==> config.mk <==
export PLATFORM = sky130hd
export DESIGN_NAME = tlm_sb_egress_arb
export DESIGN_NICKNAME = d
export VERILOG_FILES = /design/src/rtl/tlm_sb_egress_arb.sv
export SDC_FILE = /design/constraint.sdc
export NUM_CORES = 1
export LEC_CHECK = 0
export CAP_MARGIN = 10
export CORE_UTILIZATION = 44
export DETAILED_ROUTE_END_ITERATION = 8
export PLACE_DENSITY_LB_ADDON = 0.12
export REMOVE_ABC_BUFFERS = 1
export SLEW_MARGIN = 20
export SYNTH_ARGS = -nofsm -noshare
export SYNTH_HDL_FRONTEND = slang
export SYNTH_SLANG_ARGS = --single-unit
==> constraint.sdc <==
create_clock -name tlm_secondary_clock -period 3.36 [get_ports tlm_secondary_clock]
set_clock_uncertainty 0.1 [all_clocks]
set_input_delay 0.504 -clock tlm_secondary_clock [delete_from_list [all_inputs] [get_ports tlm_secondary_clock]]
set_output_delay 0.504 -clock tlm_secondary_clock [all_outputs]
set_load 0.01 [all_outputs]
Fig. 1: clock routing
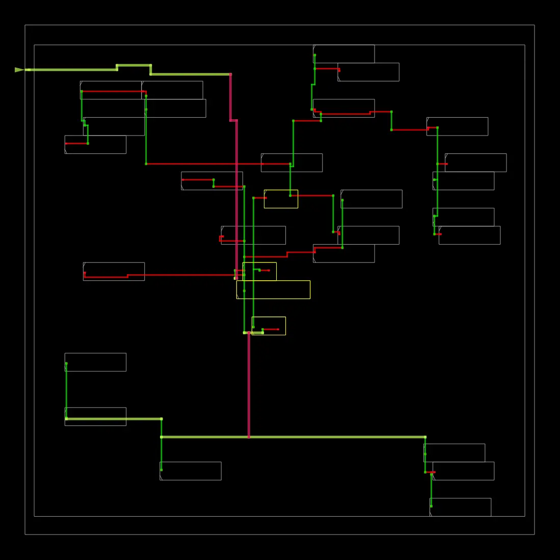
CTS Buf Count: 3
num sequential: 26

Fig. 2: I/O pins on the die edge
Pins as bars across the die edge, other pins in gray.
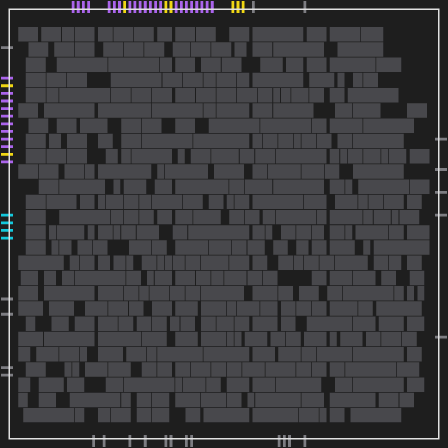
- cyan: req_eom (pins 4; direction input; edge left)
- purple: req_payload (pins 32; direction input; edge 22 top, 10 left)
- yellow: tlm_sb2_payload (pins 8; direction output; edge 6 top, 2 left)
- all pins by edge: 30 top, 21 left, 12 bottom, 5 right
die width: 76.4 µm
Port Buffer Count: 67
Chip Height: 76.4 µm

Fig. 3: sizing map
Bar = 20 µm.
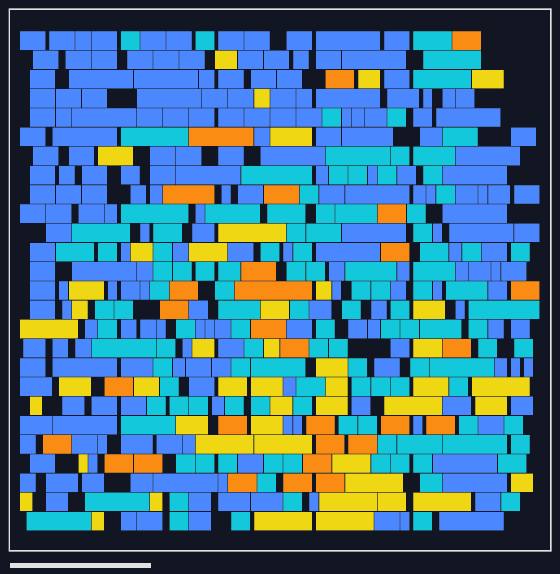
- yellow: x2 (cells 47; share 11%)
- orange: x6 and larger (cells 29; share 7.1%)
- blue: x1 and smaller (cells 215; share 52%)
- cyan: x3 and x4 (cells 120; share 29%)
worst setup margin: -0.677 ns
post-route cell area: 4520 µm²

Fig. 4: met4 routing
Bar = 20 µm.
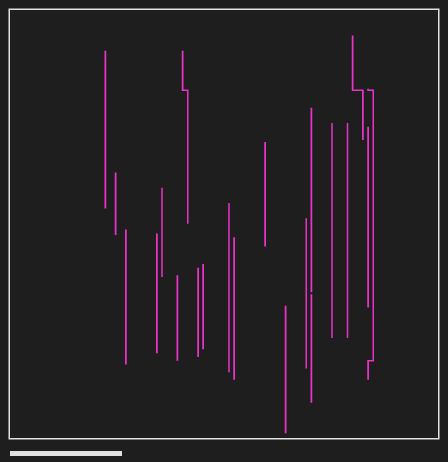
- wire length on this layer: 532 µm
- nets with wire on the layer: 20
- main direction: vertical
- longest straight run: 48.3 µm
final WL: 9890 µm
detailed-route via count: 2868

Fig. 5: clock network drawn from the DEF
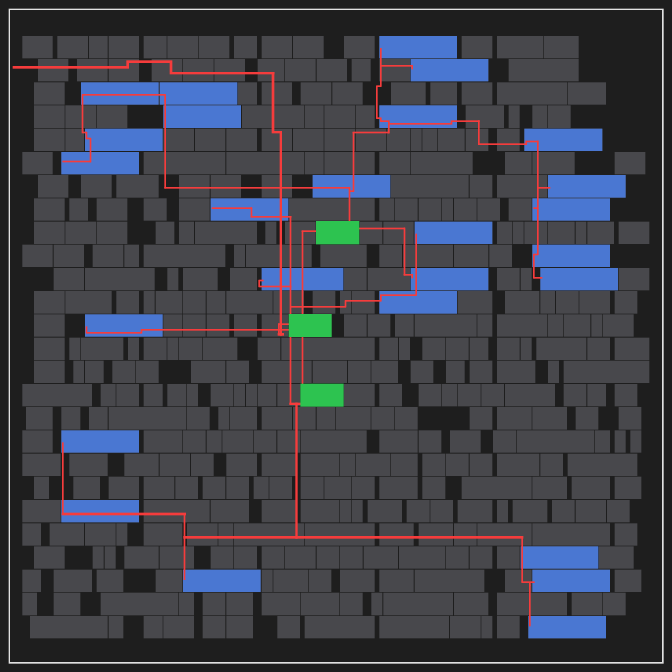
- blue: flip-flops (count 26)
- green: clock-net drivers (count 3)
- red: clock wires (length 418 µm)
- flops lie: all over the die
- routed clock nets: 4
Latency at later pin: 0.28 ns

==> out/results.ini <==
[run]
warnings=33

[worst_hold_path]
hold_depth=2
hold_class=reg2reg

[final_timing]
slew_headroom_pct=67.0
fin_crit_sh_pct=120
setup_ws_ns=-0.677
setup_violations=27
tightest_slew_ns=0.493
drv_slew=0
hold_slack_ns=0.395

[run_status]
status=finished with violations
violations=negative setup slack

[setup_path]
cp-end-kind=output pin
worst_ep_required_time_ns=2.76
worst-path-stages=13
worstSetupPathType=reg2out
cp_slowest_cell=mux4_2
crit_chain=buf_4, mux4_2, mux2i_4, o211a_4, buf_4, a32o_2, a211oi_2, nor3_2, buf_4, buf_6, ha_4, a22o_1, buf_2
max_stage_delay_ns=0.58
crit_path_max_fanout=5
cp.arrival_ns=3.43
rr_worst_depth=18

[grt]
antenna_found_initial=0
first_global_vias=2772
grt_first_pass_wirelength_um=12800
grt_max_degree=27
grt-ovfl-total=0

[yosys]
yosysWarnings=0
synth-simple-area-share_pct=16.1
mux_share_pct=22.3
syn_inst=236
top_cells_by_area=dfrtp_1, mux2i_1, mux4_2
avgSynthCellArea_um2=10.3
compound_area_share_pct=22.0
top_logic_kind=multiplexers
ys_sh_adder_pct=7.80
edf_count=0

[floorplanning]
taps=70
io_pins=68
fp_util_pct=46.8

[layout]
fillCellCount=249
stdcell_count=481
clkCellAreaFrac_pct=1.58
largest_reg_flops=8
n_clock_buffer=3
n_all_inverters=12
num_antenna_cells=0
ff_latch_area_um2=652
drive_above_1_share_pct=47.7
comb_area_um2=2060

[clocking]
cts_hold_buffers=0
cts_tree=yes

[placement]
hpwl_um=5390
globalplace.congestion=0.816
place_ws_ns=-0.997
dpl.cell_count=434
place_area_um2=3670

[route]
routed_via_density=5.96

## through the flow
| step | TNS, ns | utilization [%] |
|---|---|---|
| 2_1_floorplan | -2.81 | - |
| 3_5_place_dp | -15.86 | 70.4 |
| 4_1_cts | -3.68 | 78.0 |
| 3_3_place_gp | -13.94 | 70.4 |
| 6_report | -8.69 | 86.8 |
| 5_1_grt | -11.55 | 86.8 |
## timing repair
action / in CTS / in global routing
gates resized: 67 / 55
cloned: 0 / 1
endpoints found under the setup margin: 26 / 27
buffers inserted: 22 / 24
pin swaps: 17 / 36
## metal layers
metal / part of all wire [%] / up-vias / global-route usage (%)
li1: - / 1273 / -
met1: 37 / 1435 / 31.4
met2: 53 / 118 / 53.5
met5: 0 / - / 0
met3: 4.5 / 42 / 2.51
met4: 5.4 / 0 / 7.12
